--- config.mk ---
export PLATFORM = sky130hd
export DESIGN_NAME = mem_access
export DESIGN_NICKNAME = d
export VERILOG_FILES = /design/src/rtl/mem_access.sv
export SDC_FILE = /design/constraint.sdc
export NUM_CORES = 1
export LEC_CHECK = 0
export CELL_PAD_IN_SITES_DETAIL_PLACEMENT = 1
export CELL_PAD_IN_SITES_GLOBAL_PLACEMENT = 1
export CORE_ASPECT_RATIO = 2
export CORE_MARGIN = 2
export CORE_UTILIZATION = 34
export DETAILED_ROUTE_END_ITERATION = 8
export HOLD_SLACK_MARGIN = 0.03
export PLACE_DENSITY = 0.93
export SYNTH_ARGS = -nofsm -noshare
export SYNTH_HDL_FRONTEND = slang
export SYNTH_SLANG_ARGS = --single-unit
--- constraint.sdc ---
create_clock -name clk -period 2.4 [get_ports clk]
set_input_delay 0.24 -clock clk [delete_from_list [all_inputs] [get_ports clk]]
set_output_delay 0.24 -clock clk [all_outputs]
set_load 0.01 [all_outputs]
--- src/rtl/mem_access.sv ---
// mem_access: data-memory access stage. Issues byte/half/word loads and
// stores on a req/ack bus, extends load data, stalls the pipeline while a
// transaction is outstanding and aborts requests that never get an ack.
//
//  state | meaning
//  IDLE  | no bus transaction; accept the MEM-stage instruction
//  BUSY  | request outstanding; waiting for dmem_ack or watchdog expiry
module mem_access #(
    parameter int unsigned TIMEOUT_CYCLES = 255
) (
    input  logic        clk,
    input  logic        rst_n,
    input  logic        MEM_valid,
    input  logic [31:0] MEM_alu_out,
    input  logic [31:0] MEM_wdata,
    input  logic        MEM_read,
    input  logic        MEM_write,
    input  logic [1:0]  MEM_size,
    input  logic        MEM_unsigned,
    output logic        MEM_stall,
    output logic [31:0] MEM_rdata,
    output logic        MEM_done,
    output logic        MEM_misaligned,
    output logic        MEM_bus_err,
    output logic        dmem_req,
    output logic        dmem_we,
    output logic [31:0] dmem_addr,
    output logic [3:0]  dmem_be,
    output logic [31:0] dmem_wdata,
    input  logic        dmem_ack,
    input  logic [31:0] dmem_rdata
);

    localparam int CW = (TIMEOUT_CYCLES > 1) ? $clog2(TIMEOUT_CYCLES + 1) : 1;

    typedef enum logic {IDLE, BUSY} state_t;

    state_t        state;
    logic [CW-1:0] wd_cnt;
    logic [1:0]    lat_off;
    logic [1:0]    lat_size;
    logic          lat_uns;
    logic          lat_read;

    logic          aligned;
    logic          access;
    logic          start;
    logic          timeout;
    logic [3:0]    st_be;
    logic [31:0]   st_wdata;
    logic [7:0]    ld_byte;
    logic [15:0]   ld_half;
    logic [31:0]   load_val;

    // Alignment check, start condition, watchdog expiry and stall request.
    always_comb begin
        case (MEM_size)
            2'b00:   aligned = 1'b1;
            2'b01:   aligned = ~MEM_alu_out[0];
            default: aligned = (MEM_alu_out[1:0] == 2'b00);
        endcase
        access  = MEM_valid & (MEM_read | MEM_write);
        start   = access & aligned;
        // Abort on the cycle the countdown would hit zero, so dmem_req stays
        // high for exactly TIMEOUT_CYCLES cycles without an ack.
        timeout = (TIMEOUT_CYCLES != 0) && (state == BUSY) && !dmem_ack &&
                  (wd_cnt == CW'(1));
        MEM_stall = rst_n & (((state == IDLE) & start) |
                             ((state == BUSY) & ~dmem_ack & ~timeout));
    end

    // Store lane placement: replicate data across lanes, enable the target bytes.
    always_comb begin
        case (MEM_size)
            2'b00: begin
                st_be    = 4'b0001 << MEM_alu_out[1:0];
                st_wdata = {4{MEM_wdata[7:0]}};
            end
            2'b01: begin
                st_be    = MEM_alu_out[1] ? 4'b1100 : 4'b0011;
                st_wdata = {2{MEM_wdata[15:0]}};
            end
            default: begin
                st_be    = 4'b1111;
                st_wdata = MEM_wdata;
            end
        endcase
    end

    // Load lane select and sign/zero extension from the latched access info.
    always_comb begin
        ld_byte = dmem_rdata[{lat_off, 3'b000} +: 8];
        ld_half = lat_off[1] ? dmem_rdata[31:16] : dmem_rdata[15:0];
        case (lat_size)
            2'b00:   load_val = {{24{~lat_uns & ld_byte[7]}}, ld_byte};
            2'b01:   load_val = {{16{~lat_uns & ld_half[15]}}, ld_half};
            default: load_val = dmem_rdata;
        endcase
    end

    // Access FSM with registered bus outputs, result and status pulses.
    always_ff @(posedge clk) begin
        if (!rst_n) begin
            state          <= IDLE;
            wd_cnt         <= '0;
            lat_off        <= 2'b00;
            lat_size       <= 2'b00;
            lat_uns        <= 1'b0;
            lat_read       <= 1'b0;
            dmem_req       <= 1'b0;
            dmem_we        <= 1'b0;
            dmem_addr      <= 32'h0;
            dmem_be        <= 4'h0;
            dmem_wdata     <= 32'h0;
            MEM_rdata      <= 32'h0;
            MEM_done       <= 1'b0;
            MEM_misaligned <= 1'b0;
            MEM_bus_err    <= 1'b0;
        end else begin
            MEM_done       <= 1'b0;
            MEM_misaligned <= 1'b0;
            MEM_bus_err    <= 1'b0;
            case (state)
                IDLE: begin
                    if (start) begin
                        state      <= BUSY;
                        lat_off    <= MEM_alu_out[1:0];
                        lat_size   <= MEM_size;
                        lat_uns    <= MEM_unsigned;
                        lat_read   <= MEM_read;
                        wd_cnt     <= CW'(TIMEOUT_CYCLES);
                        dmem_req   <= 1'b1;
                        dmem_we    <= MEM_write & ~MEM_read;
                        dmem_addr  <= {MEM_alu_out[31:2], 2'b00};
                        dmem_be    <= MEM_read ? 4'b1111 : st_be;
                        dmem_wdata <= MEM_read ? 32'h0 : st_wdata;
                    end else if (access) begin
                        MEM_misaligned <= 1'b1;
                    end
                end
                BUSY: begin
                    if (dmem_ack) begin
                        state    <= IDLE;
                        dmem_req <= 1'b0;
                        dmem_we  <= 1'b0;
                        MEM_done <= 1'b1;
                        if (lat_read) MEM_rdata <= load_val;
                    end else if (timeout) begin
                        state       <= IDLE;
                        dmem_req    <= 1'b0;
                        dmem_we     <= 1'b0;
                        wd_cnt      <= '0;
                        MEM_bus_err <= 1'b1;
                    end else if (wd_cnt != '0) begin
                        wd_cnt <= wd_cnt - CW'(1);
                    end
                end
                default: state <= IDLE;
            endcase
        end
    end

endmodule

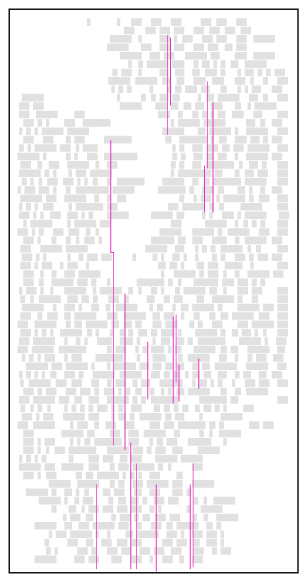
(signal wires on met4)
longest straight run = 62.4 um
wire length on this layer = 561 um
main direction = vertical
share of all routed wire = 2.8%
nets with wire on the layer = 17

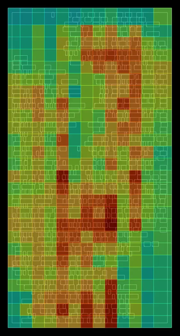
(track usage over the die)
Core Util, Final: 0.530
grt met3 use: 0.0875
Top Usage Layer GRT: met2
All-Layer GR Usage: 0.241

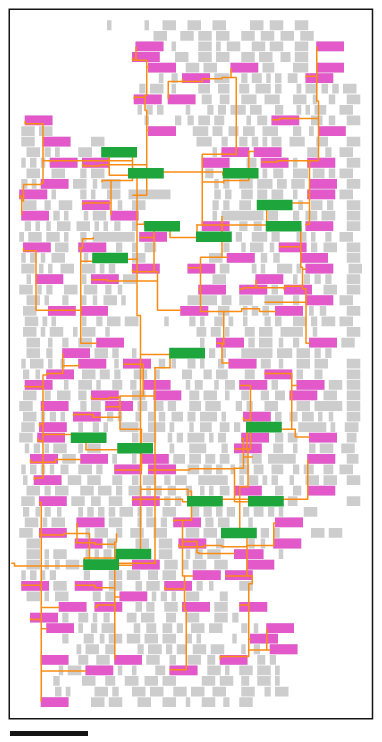
(clock wires, drivers and flops)
The bar under the picture is 20 um long.
flip-flops -> magenta  # count 118
clock wires -> orange  # length 1,710 um
clock drivers -> green  # count 17
flops lie = widely spread
routed clock nets = 18

==> results_slide.txt <==
Implementation Results

Critical path
  – Worst-path maximum fanout: 4
  – Crit end category: primary output
  – Reg2Reg Depth: 4
  – Critical Path End: MEM_stall
  – Worst-path cell chain: nor4_4, nand3_2, a21oi_2, nor2_1, clkdlybuf4s50_1
  – Crit. path cell count: 5
  – Reg2reg end: MEM_rdata[19]$_SDFFE_PN0P_
  – Crit-path leading delay family: simple AND/OR/NAND/NOR gates
  – Crit-path max cell delay: roughly 0.47 ns
  – Worst Path Arrival: 2.02 ns

Logic synthesis
  – # Cells Yosys: around 650
  – Area reported by Yosys stat: roughly 5400 sq um
  – Synthesized area: approximately 5400 sq um
  – Post-Syn Instances: 650
  – Synth cell types: roughly 57
  – Area leader share: 0.438

Layout
  – Flop area: 2360 sq um
  – Comb/total area: 0.335
  – Clock Network Area Fraction: 0.0721
  – Most frequent cells in the layout: clkdlybuf4s50_1 (208), nand2_1 (144), dfxtp_1 (117), a21oi_1 (102), o21ai_0 (30)
  – Area Growth Syn to Fin: 53.6%
  – Clock buf count: 21

Routing
  – DRC errors left: 0
  – Via count: around 5.7k
  – Wire per inst: 19.1 um

Die
  – Die H: 182 um
  – I/O Pins: between 200 and 250
  – Tap Count: approximately 200
  – Core area: around 16,000 sq um

Placed design
  – Placed cell count: 1,023
  – RePlAce Congestion: approximately 0.88

Flow run
  – Count of tool warnings: 28

Status
  – Status: complete, no violations

GRT
  – First-pass GRT wire length: 32,200 um

STA
  – RSZ-0062 raised after global routing: no
  – TNS Setup: 0 ns
  – Post-route clock skew: 0.00768 ns
  – F_max: ~440 MHz
  – WHS: roughly 0.38 ns

Pwr
  – Combinational share of power: 0.147
  – Int Power: between 4 and 5 mW
  – Sequential power: ~2.1 mW

Clocking
  – CTS root buffer: clkbuf_16
  – H-tree depth: 4
  – Setup bufs post-CTS: 0

Hold path
  – Endpoint, Worst Hold: dmem_addr[26]$_SDFFE_PN0P_
  – Hold Path Origin: MEM_alu_out[26]
  – Hold path cells: 3
  – Min-Delay Path Class: input pin to flip-flop
==> kinds of logic (layout without fill, tap and decap cells) <==
logic type                 after synthesis  after routing  synth area share
and+or+nand+nor                        235            235             0.210
AOI/OAI and AO/OA                      189            189             0.210
DFF                                    118            118             0.438
buffers and inverters                   63            265            0.0524
muxes                                   41             41            0.0819
adders and majority gates                3              3           0.00696
other                                    1              2          0.000696
==> worst min-delay path, cell delays in order <==
cell	delay (ns)
clkdlybuf4s50_1	0.40
nand2_1	0.05
a21oi_1	0.05
==> state kept, by name, summed over array words and instances, names as in the netlist <==
signal,cells
MEM_bus_err,1
dmem_addr,30
MEM_rdata,32
lat_size,2
wd_cnt,8
dmem_wdata,32
state,1
lat_read,1
dmem_be,4
lat_off,2
dmem_we,1
lat_uns,1
MEM_misaligned,1
dmem_req,1
MEM_done,1
Power is estimated from default activity; no workload was simulated.
